`src/rtl/pc_redirect_unit.sv`:
```
// pc_redirect_unit: owns the fetch PC, arbitrates ID jump / MEM branch redirects,
// holds a redirect pending while the hazard unit stalls PC updates, and freezes on halt.
module pc_redirect_unit #(
  parameter int                PC_W    = 32,
  parameter logic [PC_W-1:0]   PC_INIT = '0
) (
  input  logic            CLK,
  input  logic            nRST,
  input  logic            pc_WEN,
  input  logic            id_jump_valid,
  input  logic [PC_W-1:0] id_jump_target,
  input  logic            mem_br_valid,
  input  logic [PC_W-1:0] mem_br_target,
  input  logic            halt_req,
  output logic [PC_W-1:0] pc,
  output logic            npc_change,
  output logic [0:3]      flushes,
  output logic            halted
);

  typedef enum logic [1:0] {ST_RUN, ST_PEND, ST_HALT} state_t;
  typedef enum logic {SRC_ID, SRC_MEM} src_t;

  localparam logic [0:3] MASK_ID  = 4'b1000;
  localparam logic [0:3] MASK_MEM = 4'b1100;

  state_t          state, state_d;
  src_t            pend_src, pend_src_d;
  logic [PC_W-1:0] pend_target, pend_target_d;
  logic [PC_W-1:0] pc_d;

  // Arbitration between simultaneous redirects: the older instruction (MEM) wins.
  logic            redirect;
  src_t            win_src;
  logic [PC_W-1:0] win_target;
  logic            overwrite;

  assign redirect   = mem_br_valid | id_jump_valid;
  assign win_src    = mem_br_valid ? SRC_MEM : SRC_ID;
  assign win_target = mem_br_valid ? mem_br_target : id_jump_target;
  // A pending jump is superseded only by a branch from the older MEM stage.
  assign overwrite  = mem_br_valid && (pend_src == SRC_ID);

  assign halted = (state == ST_HALT);

  // State, PC and pending-redirect registers.
  // NOTE: non-blocking assignments here so every register samples pre-edge values.
  always_ff @(posedge CLK or negedge nRST) begin
    if (!nRST) begin
      state       <= ST_RUN;
      pc          <= PC_INIT;
      pend_src    <= SRC_ID;
      pend_target <= '0;
    end else begin
      state       <= state_d;
      pc          <= pc_d;
      pend_src    <= pend_src_d;
      pend_target <= pend_target_d;
    end
  end

  // Next-state, next-PC and redirect outputs; outputs never depend on pc_WEN.
  always_comb begin
    // NOTE: every output gets a default first so no path can infer a latch.
    state_d       = state;
    pc_d          = pc;
    pend_src_d    = pend_src;
    pend_target_d = pend_target;
    npc_change    = 1'b0;
    flushes       = 4'b0000;

    unique case (state)
      ST_RUN: begin
        if (halt_req) begin
          state_d = ST_HALT;
        end else if (redirect) begin
          npc_change = 1'b1;
          flushes    = (win_src == SRC_MEM) ? MASK_MEM : MASK_ID;
          if (pc_WEN) begin
            pc_d = win_target;
          end else begin
            state_d       = ST_PEND;
            pend_src_d    = win_src;
            pend_target_d = win_target;
          end
        end else if (pc_WEN) begin
          pc_d = pc + PC_W'(4);
        end
      end

      ST_PEND: begin
        npc_change = 1'b1;
        flushes    = (pend_src == SRC_MEM) ? MASK_MEM : MASK_ID;
        if (halt_req) begin
          state_d = ST_HALT;
        end else if (pc_WEN) begin
          pc_d    = overwrite ? mem_br_target : pend_target;
          state_d = ST_RUN;
        end else if (overwrite) begin
          pend_src_d    = SRC_MEM;
          pend_target_d = mem_br_target;
        end
      end

      ST_HALT: begin
        state_d = ST_HALT;
      end

      default: begin
        state_d = ST_RUN;
      end
    endcase
  end

endmodule

```
`config.mk`:
```
export PLATFORM = sky130hd
export DESIGN_NAME = pc_redirect_unit
export DESIGN_NICKNAME = d
export VERILOG_FILES = /design/src/rtl/pc_redirect_unit.sv
export SDC_FILE = /design/constraint.sdc
export NUM_CORES = 1
export LEC_CHECK = 0
export CORE_MARGIN = 5
export CORE_UTILIZATION = 50
export CTS_CLUSTER_SIZE = 24
export DETAILED_ROUTE_END_ITERATION = 8
export GPL_TIMING_DRIVEN = 0
export HOLD_SLACK_MARGIN = 0.05
export PLACE_DENSITY_LB_ADDON = 0.12
export SLEW_MARGIN = 20
export SYNTH_ARGS = -nofsm -noshare
export SYNTH_HDL_FRONTEND = slang
export SYNTH_SLANG_ARGS = --single-unit
```
`constraint.sdc`:
```
create_clock -name CLK -period 2.5 [get_ports CLK]
set_clock_uncertainty 0.2 [all_clocks]
set_input_delay 0.25 -clock CLK [delete_from_list [all_inputs] [get_ports CLK]]
set_output_delay 0.25 -clock CLK [all_outputs]
set_load 0.01 [all_outputs]
```
==> results.ini, run 1 <==
[final_timing]
finalWorstSetupSlack_ps = 22.6
slew_violations = 0
setup_viol = 0
hold_slack_ps = 159
tightest_slew_ps = 922
fin_tns_setup_ps = 0
slew_headroom_pct = 38.5
fmax_mhz = 404

[logic_synthesis]
yosysUniqueCellTypes = 59
ys_area_um2 = 4590
seq_area_frac_synth_pct = 36.5
flop_cell = dfrtp_1
synthesis.instances = 587
ys_cells = 587

[clock_tree]
clockBufferDepth = 2
ctsHtreeMaxLevel = 3
cts_buffers = 9
clockRootBuffer = clkbuf_8

[die]
core.rowCount = 35
fp_util_pct = 50.4
core_area_um2 = 9110
die_w_um = 106

[route]
drtIter0Drc = 622
route.detailed.drc = 0
wirelength_um = 19000
viasPerCell = 6.71
wire_per_inst_um = 23.2

[critical_path]
crit_type = reg -> reg
timing.rr.start = state[1]$_DFFE_PN0P_
regToRegSetupSlack_ps = 20
crit_path_start = state[1]$_DFFE_PN0P_
cp-end-kind = register
cp-endpoint = pc[29]$_DFFE_PN0P_
r2r_cells = 7
path_max_fanout = 10

[layout]
regArea_um2 = 1680
area_growth_pct = 32.7
nets = 773
mostFrequentLayoutCell = nand2_1
drive_above_1_share_pct = 8.92

[grt]
grt_pass1_wl_um = 28900
antenna_found_initial = 0
grt_overflow_total = 0
grt_max_degree = 45

[job]
warning_count = 27
drv_cap = 0

[pwr]
power_density_nw_per_um2 = 532
intPower_mw = 2.24
power.leakage_nw = 2.59
irDropWorstVdd_v = 0.000313

[placed_design]
dp_hpwl_um = 13200
dp.cells = 804

[status]
status = finished, final reports clean

==> run 1: per-stage QoR <==
| stage | area [µm²] | util [%] |
|---|---|---|
| 2_1_floorplan | 4600 | - |
| 3_3_place_gp | 5780 | 63.4 |
| 3_5_place_dp | 5800 | 63.7 |
| 4_1_cts | 6080 | 66.7 |
| 5_1_grt | 6090 | 66.9 |
| 6_report | 6090 | 66.9 |
==> run 1: power groups by stage <==
stage / combinational [mW] / sequential, mW / clock (mW)
4_1_cts: 0.811 / 1.42 / 1.00
3_5_place_dp: 0.802 / 1.44 / 0
2_1_floorplan: 0.346 / 1.43 / 0
5_1_grt: 0.881 / 1.45 / 1.05
3_3_place_gp: 0.779 / 1.43 / 0
6_report: 0.812 / 1.43 / 1.00
==> run 1: cell families (layout without fill, tap and decap cells) <==
kind of cell | after synthesis | after routing | synth area share (%)
xor gates and xnor gates | 1 | 1 | 0.191
other | 1 | 2 | 0.0816
muxes | 22 | 22 | 4.93
and+or+nand+nor | 232 | 232 | 24.0
DFF | 67 | 67 | 36.5
adders and majority gates | 1 | 1 | 0.272
buffers and inverters | 57 | 175 | 5.20
AOI/OAI and AO/OA | 206 | 206 | 28.8
==> run 1: Yosys cell counts, types with 3 or more instances <==
cell,n,area (µm²)
or4_1,3,22.5
a211oi_1,18,135
mux2i_1,17,170
a221oi_1,3,26.3
o41ai_1,4,35.0
a211o_1,3,26.3
mux2_2,5,56.3
buf_2,11,55.1
o21ai_0,48,240
nand2_1,105,394
inv_1,7,26.3
a2bb2oi_1,4,35.0
nor3_1,12,60.1
a21oi_1,66,330
o311a_1,3,30.0
nand3_1,10,50.1
o221ai_1,8,70.1
a21boi_0,3,22.5
nor2b_1,4,25.0
buf_1,4,15.0
nand2b_1,3,18.8
dfrtp_1,67,1680
nand3b_1,7,52.6
and2_1,10,62.6
and3_1,8,50.1
nor4_1,4,25.0
clkbuf_1,32,120
o31a_1,5,43.8
buf_4,3,22.5
a31oi_1,7,43.8
nand4_1,6,37.5
o32a_1,7,70.1
o31ai_1,9,67.6
nor2_1,48,180
==> run 1: sequential cells by signal, summed over array words and instances (netlist names) <==
register,cells
pc,32
pend_target,32
state,2
pend_src,1
==> run 1: cell type report <==
cell class	count	area share (%)
plain buffers	44	3.72
clock buffers	14	3.00
multi-input cells	464	44.4
well taps	111	2.28
inverters	7	0.431
flip-flops and latches	67	27.6
clock inverters	1	0.493
repair buffers	109	18.1
==> run 1: critical path, cell delays in order, from the launching register on <==
cell and delay, ps:
dfrtp_2 450, buf_4 150, nor2b_1 160, buf_2 260, nor2_1 130, nor2_1 560
o21ai_0 270, o211a_1 190
==> run 1: layer usage <==
layer	vias up	global-route usage, %	part of all wire, %
li1	2386	-	-
met1	2628	45.0	40
met2	398	51.5	45
met3	73	6.31	11
met4	0	17.6	4.2
met5	-	0	0
==> run 1: timing repair <==
item                                    4_1_cts  5_1_grt
resized                                      26       10
endpoints found under the setup margin       47       38
hold buffers                                  1        0
hold endpoints to repair                     67        0
setup buffers                                 1        2
pin swaps                                     1        0
Run 1, clock wires, drivers and flops:
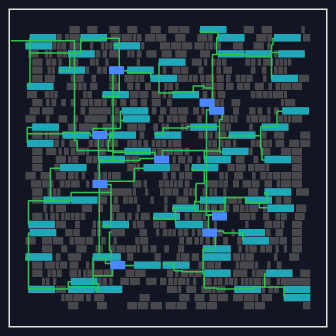
[cyan] flip-flops | count: 67
[green] clock wires | length: 992 µm
[blue] clock drivers | count: 9
routed clock nets	10
flops lie	widely spread
P_clk: 1.00 mW
clock group share of total power: 30.8%

Run 1, signal wires on met3:
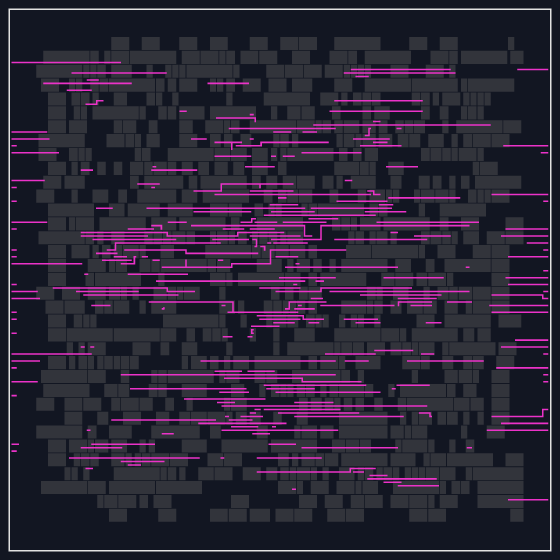
nets with wire on the layer	145
main direction	horizontal
wire length on this layer	2090 µm
longest straight run	41.9 µm
share of all routed wire	11%
routing usage on met3: 6.31%
via count: 5485

Run 1, congestion heat map:
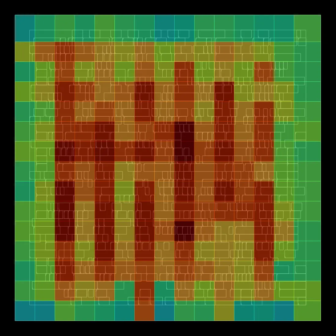
grt peak-use layer: met2
GR Util met1: 45.0%

==> inputs of run 2 (changes only) <==
--- a/config.mk
+++ b/config.mk
@@ -5,13 +5,13 @@
 export SDC_FILE = /design/constraint.sdc
 export NUM_CORES = 1
 export LEC_CHECK = 0
-export CORE_MARGIN = 5
+export CORE_MARGIN = 1.5
 export CORE_UTILIZATION = 50
 export CTS_CLUSTER_SIZE = 24
 export DETAILED_ROUTE_END_ITERATION = 8
 export GPL_TIMING_DRIVEN = 0
 export HOLD_SLACK_MARGIN = 0.05
-export PLACE_DENSITY_LB_ADDON = 0.12
+export PLACE_DENSITY = 0.8
 export SLEW_MARGIN = 20
 export SYNTH_ARGS = -nofsm -noshare
 export SYNTH_HDL_FRONTEND = slang
Run 2, logic cells by family:
The bar under the picture is 20 µm long.
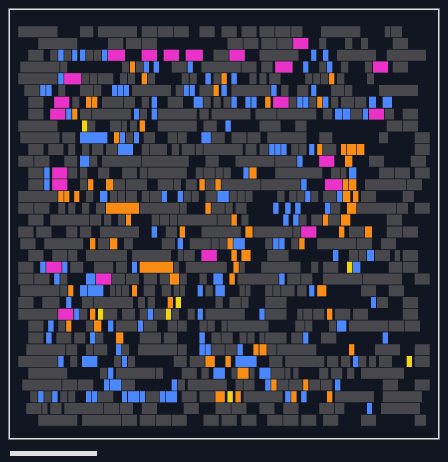
colour	family	cells	most used
magenta	mux cells	22	mux2i_1
orange	nor cells	71	nor2_1
blue	nand cells	133	nand2_1
yellow	inv cells	7	inv_1
Finished Layout Cells: 818
Comb/total area: 44.3%

Run 2, signal wires on met3:
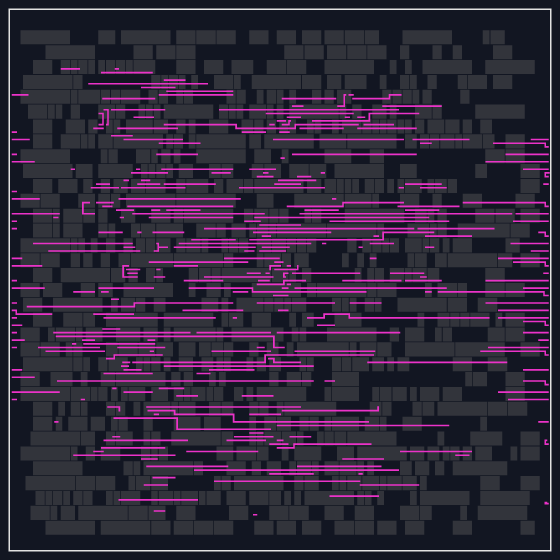
main direction	horizontal
nets with wire on the layer	171
share of all routed wire	13%
wire length on this layer	2410 µm
routing usage on met3: 9.50%
Routed WL: 18900 µm
via count: 5519

==> results.ini, run 2 <==
[critical_path]
cp_slowest_stage_delay_ps = 540
cp-endpoint = npc_change
timing.rr.start = state[1]$_DFFE_PN0P_
crit_arrival_ps = 2030
slowest_stage = clkdlybuf4s50_1
cp-end-kind = output port
crit_type = reg -> out
path_cells = nand2b_4, clkbuf_8, buf_4, nand2_1, clkdlybuf4s50_1
path_max_fanout = 10
regToRegSetupSlack_ps = 30
r2r_end = pc[24]$_DFFE_PN0P_
r2r_cells = 7
crit_required_ps = 2050
crit_path_start = state[1]$_DFFE_PN0P_

[placed_design]
dp_hpwl_um = 13100
portBuffers = 104
dp.cells = 801
postPlaceCellArea_um2 = 5800

[logic_synthesis]
synth_top_area_share_pct = 36.5
top_cells_by_count = nand2_1 (105), dfrtp_1 (67), a21oi_1 (66)
ys_area_um2 = 4590
flop_cell = dfrtp_1
yosysUniqueCellTypes = 59
seq_area_frac_synth_pct = 36.5
topCellsByArea = dfrtp_1 (37%), nand2_1 (8.6%), a21oi_1 (7.2%), o21ai_0 (5.2%), nor2_1 (3.9%)
synthesis.instances = 587
synth.most_common_cell = nand2_1
edf_count = 0
synth_area_leader_cell = dfrtp_1
synthArstFlopShare_pct = 100
ys_cells = 587
avgSynthCellArea_um2 = 7.82

[die]
core_area_um2 = 8810
dieArea_um2 = 9770
fp_util_pct = 52.2
core.rowCount = 34
die_w_um = 98.8

[layout]
final-comb-area_um2 = 2720
design_area_um2 = 6140
regArea_um2 = 1680
area_growth_pct = 33.6
mostFrequentLayoutCell = nand2_1
diodes = 0
largestRegisters = pc x32, pend_target x32, state x2
nets = 776
drive_above_1_share_pct = 10.1

[pwr]
power.leakage_nw = 2.59
irDropWorstVdd_v = 0.000313
power_density_nw_per_um2 = 540

[route]
wire_per_inst_um = 23.2
dr.pass1.iters = 8
route.detailed.drc = 11
viasPerCell = 6.75
drtIter0Drc = 813

[clock_tree]
clockRootBuffer = clkbuf_8
cts_buffers = 9
ctsHtreeMaxLevel = 3
path_clk_slew_ps = 80
clockBufferDepth = 2

[final_timing]
fmax_mhz = 404
tightest_slew_ps = 867
slew_violations = 0
slew_headroom_pct = 42.2
setup_viol = 0
hold_slack_ps = 88.0
fin_tns_setup_ps = 0

[grt]
grt_max_degree = 56
grt_pass1_wl_um = 29200
grt.busiest_layer = met2
grt_overflow_total = 0
grt_util_met1_pct = 51.0
use_met2_pct = 60.7
antenna_found_initial = 0

[status]
status = finished, violations left
violations = DRC

[job]
drv_cap = 0
warning_count = 26

Run 2, clock wires, drivers and flops:
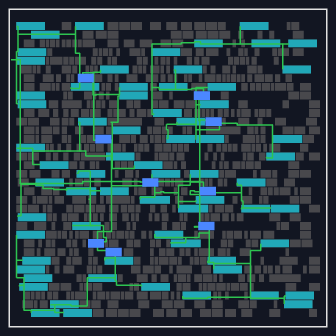
[cyan] flip-flops | count: 67
[blue] clock drivers | count: 9
[green] clock wires | length: 968 µm
routed clock nets	10
P_clk: 1.07 mW
clk ins delay skew pair: 350 ps
clock group share of total power: 32.2%

==> run 2: cell counts after synthesis <==
Identical to the previous run, type by type.
==> run 2: cell type report <==
cell class,instances,share of cell area (%)
Tap cell,108,2.20
Clock buffer,12,2.53
Inverter,7,0.428
Timing Repair Buffer,112,18.2
Buffer,44,3.65
Sequential cell,67,27.4
Clock inverter,4,1.18
Multi-Input combinational cell,464,44.3
==> run 2: per-stage QoR <==
step | power [mW] | setup slack [ps] | utilization (%)
2_1_floorplan | 1.78 | 300 | -
3_3_place_gp | 2.20 | -1420 | 65.6
3_5_place_dp | 2.23 | -1160 | 65.8
4_1_cts | 3.28 | 23.3 | 69.0
5_1_grt | 3.43 | -0.707 | 69.7
6_report | 3.32 | 22.6 | 69.7
==> run 2: how the worst min path moves through the flow <==
stage / from / to / slack (ps) / cells after the start
after detailed placement: nRST / pc[31]$_DFFE_PN0P_ / -80 / 1
final: nRST / pc[31]$_DFFE_PN0P_ / 90 / 2
after global routing: nRST / pc[30]$_DFFE_PN0P_ / 110 / 2
after floorplan: nRST / pc[0]$_DFFE_PN0P_ / -250 / 0
after global placement: pend_target[28]$_DFFE_PN0P_ / pend_target[28]$_DFFE_PN0P_ / 250 / 2
after CTS: nRST / pc[31]$_DFFE_PN0P_ / 90 / 2
==> run 2: critical path, delay by kind of cell (launching register included) <==
family / cells / cell delay, ps
AND/OR/NAND/NOR: 2 / 290
flip-flops: 1 / 460
buffers and inverters: 3 / 930
==> run 2: logic make-up after synthesis <==
family | share of synthesized area (%)
other | 0.0816
buffers and inverters | 5.20
and+or+nand+nor | 24.0
DFF | 36.5
xor gates and xnor gates | 0.191
adders and majority gates | 0.272
AOI/OAI and AO/OA | 28.8
muxes | 4.93
==> run 2: timing repair <==
action / 4_1_cts / 5_1_grt
setup buffers: 1 / 5
pin swaps: 1 / 2
endpoints found under the setup margin: 49 / 34
hold buffers: 1 / 0
endpoints found under the hold margin: 67 / 0
resized: 21 / 19
==> run 2: metal layers <==
metal  vias up  wire, µm
met5         -         0
met4         0       905
met3       102      2410
met2       463      8390
met1      2567      7240
li1       2387         -
==> run 2: power breakdown <==
group | total (mW) | switching (mW) | internal (mW)
combinational | 0.821 | 0.393 | 0.428
clock | 1.07 | 0.451 | 0.616
sequential | 1.43 | 0.184 | 1.24
total | 3.32 | 1.03 | 2.29
Power figures rest on the tool's default switching activity, not on a simulated workload.
